==> src/rtl/eth_frame_hdr_pkg.sv <==
// -----------------------------------------------------------------------------
// eth_frame_hdr_pkg
//   Shared definitions for the per-frame Ethernet header writer.
//   - state_t    : controller states (IDLE, HDR, START, WAIT_IDLE)
//   - HDR_LEN    : bytes in the Ethernet header (dst MAC, src MAC, ethertype)
//   - SEQ_W      : width of the frame sequence number
//   - NUM_WRITES : header bytes plus the two sequence-number bytes
//   - sat_inc8   : saturating 8-bit increment used by the event counters
// -----------------------------------------------------------------------------
package eth_frame_hdr_pkg;

    typedef enum logic [1:0] {
        IDLE      = 2'd0,
        HDR       = 2'd1,
        START     = 2'd2,
        WAIT_IDLE = 2'd3
    } state_t;

    localparam int HDR_LEN    = 14;
    localparam int SEQ_W      = 16;
    localparam int NUM_WRITES = HDR_LEN + 2;
    localparam int IDX_W      = $clog2(NUM_WRITES);

    function automatic logic [7:0] sat_inc8(input logic [7:0] v);
        return (v == 8'hFF) ? v : v + 8'd1;
    endfunction

endpackage

==> src/rtl/eth_frame_hdr.sv <==
// -----------------------------------------------------------------------------
// eth_frame_hdr
//   Writes the 14-byte Ethernet header plus a 16-bit sequence number into the
//   frame BRAM when the PCM fill logic signals a complete payload, then kicks
//   the Ethernet transmitter and follows its busy flag until the frame is out.
//
//   Handshake: frame_ready is a single-cycle strobe that is only honoured in
//   IDLE (anywhere else it is counted as an overrun and dropped); eth_start is
//   a level request held until eth_tx_busy is sampled high or the start timer
//   expires; frame_done is a single-cycle strobe once eth_tx_busy falls.
//
//   Ports:
//     clk, rst_n         clock, asynchronous active-low reset
//     frame_ready        payload complete strobe from the fill logic
//     eth_tx_busy        transmitter busy level
//     bram_wr_en/addr/data  header write port into the frame BRAM
//     eth_start          transmit request
//     frame_done         frame finished strobe
//     busy               controller not idle
//     seq                sequence number of the last frame started
//     overrun_cnt        dropped frame_ready strobes (saturating)
//     timeout_cnt        start timeouts (saturating)
//
//   Every output comes from a flop, so no input reaches an output in the same
//   cycle.
// -----------------------------------------------------------------------------
module eth_frame_hdr
    import eth_frame_hdr_pkg::*;
#(
    parameter int          ADDR_W        = 10,
    parameter logic [47:0] DST_MAC       = 48'hFFFF_FFFF_FFFF,
    parameter logic [47:0] SRC_MAC       = 48'h02_00_00_00_00_01,
    parameter logic [15:0] ETHERTYPE     = 16'h88B5,
    parameter int          SEQ_ADDR      = 14,
    parameter int          START_TIMEOUT = 1024
) (
    input  logic              clk,
    input  logic              rst_n,
    input  logic              frame_ready,
    input  logic              eth_tx_busy,
    output logic              bram_wr_en,
    output logic [ADDR_W-1:0] bram_wr_addr,
    output logic [7:0]        bram_wr_data,
    output logic              eth_start,
    output logic              frame_done,
    output logic              busy,
    output logic [SEQ_W-1:0]  seq,
    output logic [7:0]        overrun_cnt,
    output logic [7:0]        timeout_cnt
);

    localparam int               TMR_W    = $clog2(START_TIMEOUT + 1);
    localparam logic [TMR_W-1:0] TMR_LAST = TMR_W'(START_TIMEOUT - 1);
    localparam logic [IDX_W-1:0] IDX_LAST = IDX_W'(NUM_WRITES - 1);

    state_t              state, state_nx;
    logic [IDX_W-1:0]    idx, idx_nx;         // byte currently on the write port
    logic [TMR_W-1:0]    timer, timer_nx;
    logic [SEQ_W-1:0]    seq_cnt, seq_cnt_nx; // resets to all-ones so frame 0 carries 0
    logic                wr_en_nx;
    logic [ADDR_W-1:0]   addr_nx;
    logic [7:0]          data_nx;
    logic                frame_done_nx;
    logic [SEQ_W-1:0]    seq_nx;
    logic [7:0]          overrun_nx;
    logic [7:0]          timeout_nx;

    // Sequence bytes may live anywhere; header bytes are always at 0..13.
    function automatic logic [ADDR_W-1:0] byte_addr(input logic [IDX_W-1:0] i);
        logic [ADDR_W-1:0] a;
        if (i == IDX_W'(HDR_LEN))
            a = ADDR_W'(SEQ_ADDR);
        else if (i == IDX_W'(HDR_LEN + 1))
            a = ADDR_W'(SEQ_ADDR + 1);
        else
            a = ADDR_W'(i);
        return a;
    endfunction

    // 16-entry header byte select, MSB byte of each field first.
    function automatic logic [7:0] byte_data(input logic [IDX_W-1:0] i,
                                             input logic [SEQ_W-1:0] s);
        logic [7:0] d;
        case (i)
            4'd0:    d = DST_MAC[47:40];
            4'd1:    d = DST_MAC[39:32];
            4'd2:    d = DST_MAC[31:24];
            4'd3:    d = DST_MAC[23:16];
            4'd4:    d = DST_MAC[15:8];
            4'd5:    d = DST_MAC[7:0];
            4'd6:    d = SRC_MAC[47:40];
            4'd7:    d = SRC_MAC[39:32];
            4'd8:    d = SRC_MAC[31:24];
            4'd9:    d = SRC_MAC[23:16];
            4'd10:   d = SRC_MAC[15:8];
            4'd11:   d = SRC_MAC[7:0];
            4'd12:   d = ETHERTYPE[15:8];
            4'd13:   d = ETHERTYPE[7:0];
            4'd14:   d = s[15:8];
            4'd15:   d = s[7:0];
            default: d = 8'h00;
        endcase
        return d;
    endfunction

    // State and registered outputs.
    always_ff @(posedge clk or negedge rst_n) begin
        if (!rst_n) begin
            state        <= IDLE;
            idx          <= '0;
            timer        <= '0;
            seq_cnt      <= '1;
            bram_wr_en   <= 1'b0;
            bram_wr_addr <= '0;
            bram_wr_data <= '0;
            frame_done   <= 1'b0;
            seq          <= '0;
            overrun_cnt  <= '0;
            timeout_cnt  <= '0;
        end else begin
            state        <= state_nx;
            idx          <= idx_nx;
            timer        <= timer_nx;
            seq_cnt      <= seq_cnt_nx;
            bram_wr_en   <= wr_en_nx;
            bram_wr_addr <= addr_nx;
            bram_wr_data <= data_nx;
            frame_done   <= frame_done_nx;
            seq          <= seq_nx;
            overrun_cnt  <= overrun_nx;
            timeout_cnt  <= timeout_nx;
        end
    end

    // Next state. A busy transmitter wins over a simultaneous timer expiry.
    always_comb begin
        state_nx = state;
        case (state)
            IDLE:      if (frame_ready) state_nx = HDR;
            HDR:       if (idx == IDX_LAST) state_nx = START;
            START: begin
                if (eth_tx_busy)            state_nx = WAIT_IDLE;
                else if (timer == TMR_LAST) state_nx = IDLE;
            end
            WAIT_IDLE: if (!eth_tx_busy) state_nx = IDLE;
            default:   state_nx = IDLE;
        endcase
    end

    // Next values of the registered outputs and datapath counters.
    always_comb begin
        idx_nx        = idx;
        timer_nx      = timer;
        seq_cnt_nx    = seq_cnt;
        seq_nx        = seq;
        wr_en_nx      = 1'b0;
        addr_nx       = bram_wr_addr;
        data_nx       = bram_wr_data;
        frame_done_nx = 1'b0;
        timeout_nx    = timeout_cnt;
        overrun_nx    = (frame_ready && (state != IDLE)) ? sat_inc8(overrun_cnt)
                                                         : overrun_cnt;
        case (state)
            IDLE: begin
                if (frame_ready) begin
                    seq_cnt_nx = seq_cnt + 16'd1;
                    seq_nx     = seq_cnt_nx;
                    idx_nx     = '0;
                    wr_en_nx   = 1'b1;
                    addr_nx    = byte_addr('0);
                    data_nx    = byte_data('0, seq_cnt_nx);
                end
            end
            HDR: begin
                if (idx == IDX_LAST) begin
                    timer_nx = '0;
                end else begin
                    idx_nx   = idx + IDX_W'(1);
                    wr_en_nx = 1'b1;
                    addr_nx  = byte_addr(idx_nx);
                    data_nx  = byte_data(idx_nx, seq_cnt);
                end
            end
            START: begin
                if (!eth_tx_busy) begin
                    if (timer == TMR_LAST)
                        timeout_nx = sat_inc8(timeout_cnt);
                    else
                        timer_nx = timer + TMR_W'(1);
                end
            end
            WAIT_IDLE: begin
                if (!eth_tx_busy) frame_done_nx = 1'b1;
            end
            default: ;
        endcase
    end

    // Moore outputs decoded straight from the state flop.
    assign busy      = (state != IDLE);
    assign eth_start = (state == START);

endmodule

==> config.mk <==
export PLATFORM = sky130hd
export DESIGN_NAME = eth_frame_hdr
export DESIGN_NICKNAME = d
export VERILOG_FILES = /design/src/rtl/eth_frame_hdr_pkg.sv /design/src/rtl/eth_frame_hdr.sv
export SDC_FILE = /design/constraint.sdc
export NUM_CORES = 1
export LEC_CHECK = 0
export CAP_MARGIN = 40
export CORE_UTILIZATION = 54
export DETAILED_ROUTE_END_ITERATION = 16
export PLACE_DENSITY = 0.76
export SKIP_CTS_REPAIR_TIMING = 1
export SLEW_MARGIN = 20
export SYNTH_ARGS = -nofsm -noshare
export SYNTH_HDL_FRONTEND = slang
export SYNTH_SLANG_ARGS = --single-unit
==> constraint.sdc <==
create_clock -name clk -period 2.65 [get_ports clk]
set_input_delay 0.3975 -clock clk [delete_from_list [all_inputs] [get_ports clk]]
set_output_delay 0.3975 -clock clk [all_outputs]
set_load 0.02 [all_outputs]
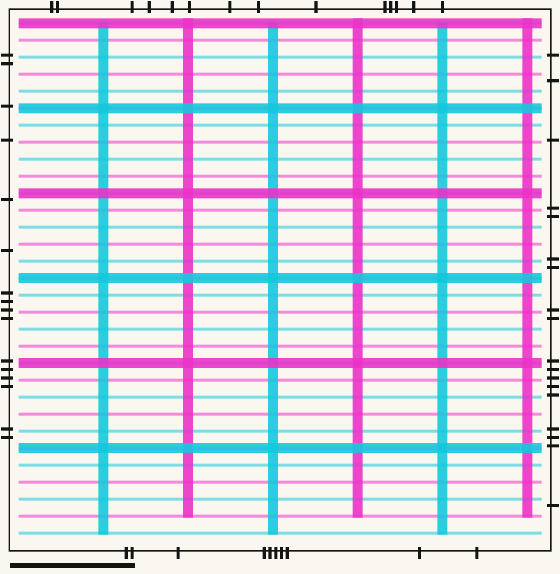
floorplan.png
The bar under the picture is 20 µm long. Pins as bars on the die edge.
Key: cyan = VSS; magenta = VDD
6 straps on met4. The core has 30 rows.
x dimension of the die: 86.5 µm
worst-case vdd ir drop: 459 µV

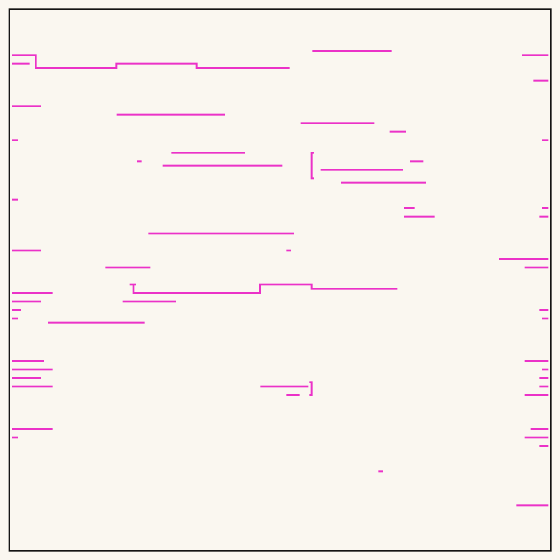
m3.png
The layer carries 368 µm of wire. The wires run mostly horizontal.
total length of routed wires: 7.56 mm
total via count in the routed design: 2874
global-route met3 utilization: 0.0400

==> results.txt <==
Main metrics from the flow reports.

The highest signal layer in the routed design is met4. The maximum buffer depth of the clock tree came out at 2. The chip area from the yosys synthesis statistics came out at 3850 µm². Measured in cells, the most critical reg-to-reg path has a length of 6. Setup repair after global routing left no endpoint under its margin. The finished layout cell area came out at approximately 4600 µm². The number of buffer and inverter instances along the worst setup path came out at 0. The final-layout fill cell count is 573.

The worst hold path startpoint is bram_wr_addr[2]. The area growth from synthesis to final layout is 19.5%. The total number of yosys warnings is 0. The primary flip-flop cell chosen by synthesis mapping is dfrtp_1. The final antenna diode count is 0. The highest cell delay on the worst timing path is approximately 530 ps. OpenSTA, run right after detailed placement, puts the worst setup slack at about 420 ps. The core box area came out at a little under 7000 µm². In the synthesized netlist, the dominant kind of combinational cell is simple AND/OR/NAND/NOR gates. The cell-mix breakdown from Yosys lists the compound-gate area share as 0.0984.

The period utilization came out at 0.866. For the worst setup path, the data arrival time is 2500 ps. The most critical min-delay path falls under reg -> reg. The depth of the critical timing path with buffers and inverters included came out at 6. The global-route wire length before repair is 13.1 mm.

The final count of hold timing violations came out at 0. Once iteration 0 of detailed routing completed, the report listed 147 DRC markers. The final routed DRC violation total came out at 0.

The most critical setup path has its endpoint at bram_wr_data[4]. The number of I/O pins came out at between 50 and 60. The residual overflow from global routing came out at 0. Per STA, the startpoint of the critical path is bram_wr_addr[0]. The total tool warning count is 29. The layout report lists the multi-input gate area as roughly 1800 µm². The adder-cell share of the synthesized area is 0.0260.

The tree is rooted in a clkbuf_8. The reported leakage power came out at 1.92 nW. The count of input and output buffers is approximately 51. The count of non-filler cells in the finished layout is 532.

The run finished with clean final reports. The number of antenna violations at the first check in global routing is 0. The final worst setup slack is 356 ps.
==> state kept, by name, summed over array words and instances (netlist names) <==
name and count:
bram_wr_addr 4, bram_wr_data 8, bram_wr_en 1, frame_done 1, idx 2, overrun_cnt 8, seq 16, seq_cnt 16
state 2, timeout_cnt 8, timer 11
==> layout make-up <==
type / count / share of cell area
clock inverter: 4 / 0.00517
timing repair buffer: 55 / 0.122
multi-input combinational: 281 / 0.386
clock buffer: 12 / 0.0315
sequential: 77 / 0.423
inverter: 7 / 0.00571
tap: 96 / 0.0261
==> power breakdown <==
part | total (mW) | internal (mW) | leakage, nW | switching, mW
clock | 0.777 | 0.363 | 0.0901 | 0.414
combinational | 1.67 | 0.782 | 0.884 | 0.887
sequential | 1.80 | 1.48 | 0.947 | 0.319
Power figures rest on the tool's default switching activity, not on a simulated workload.
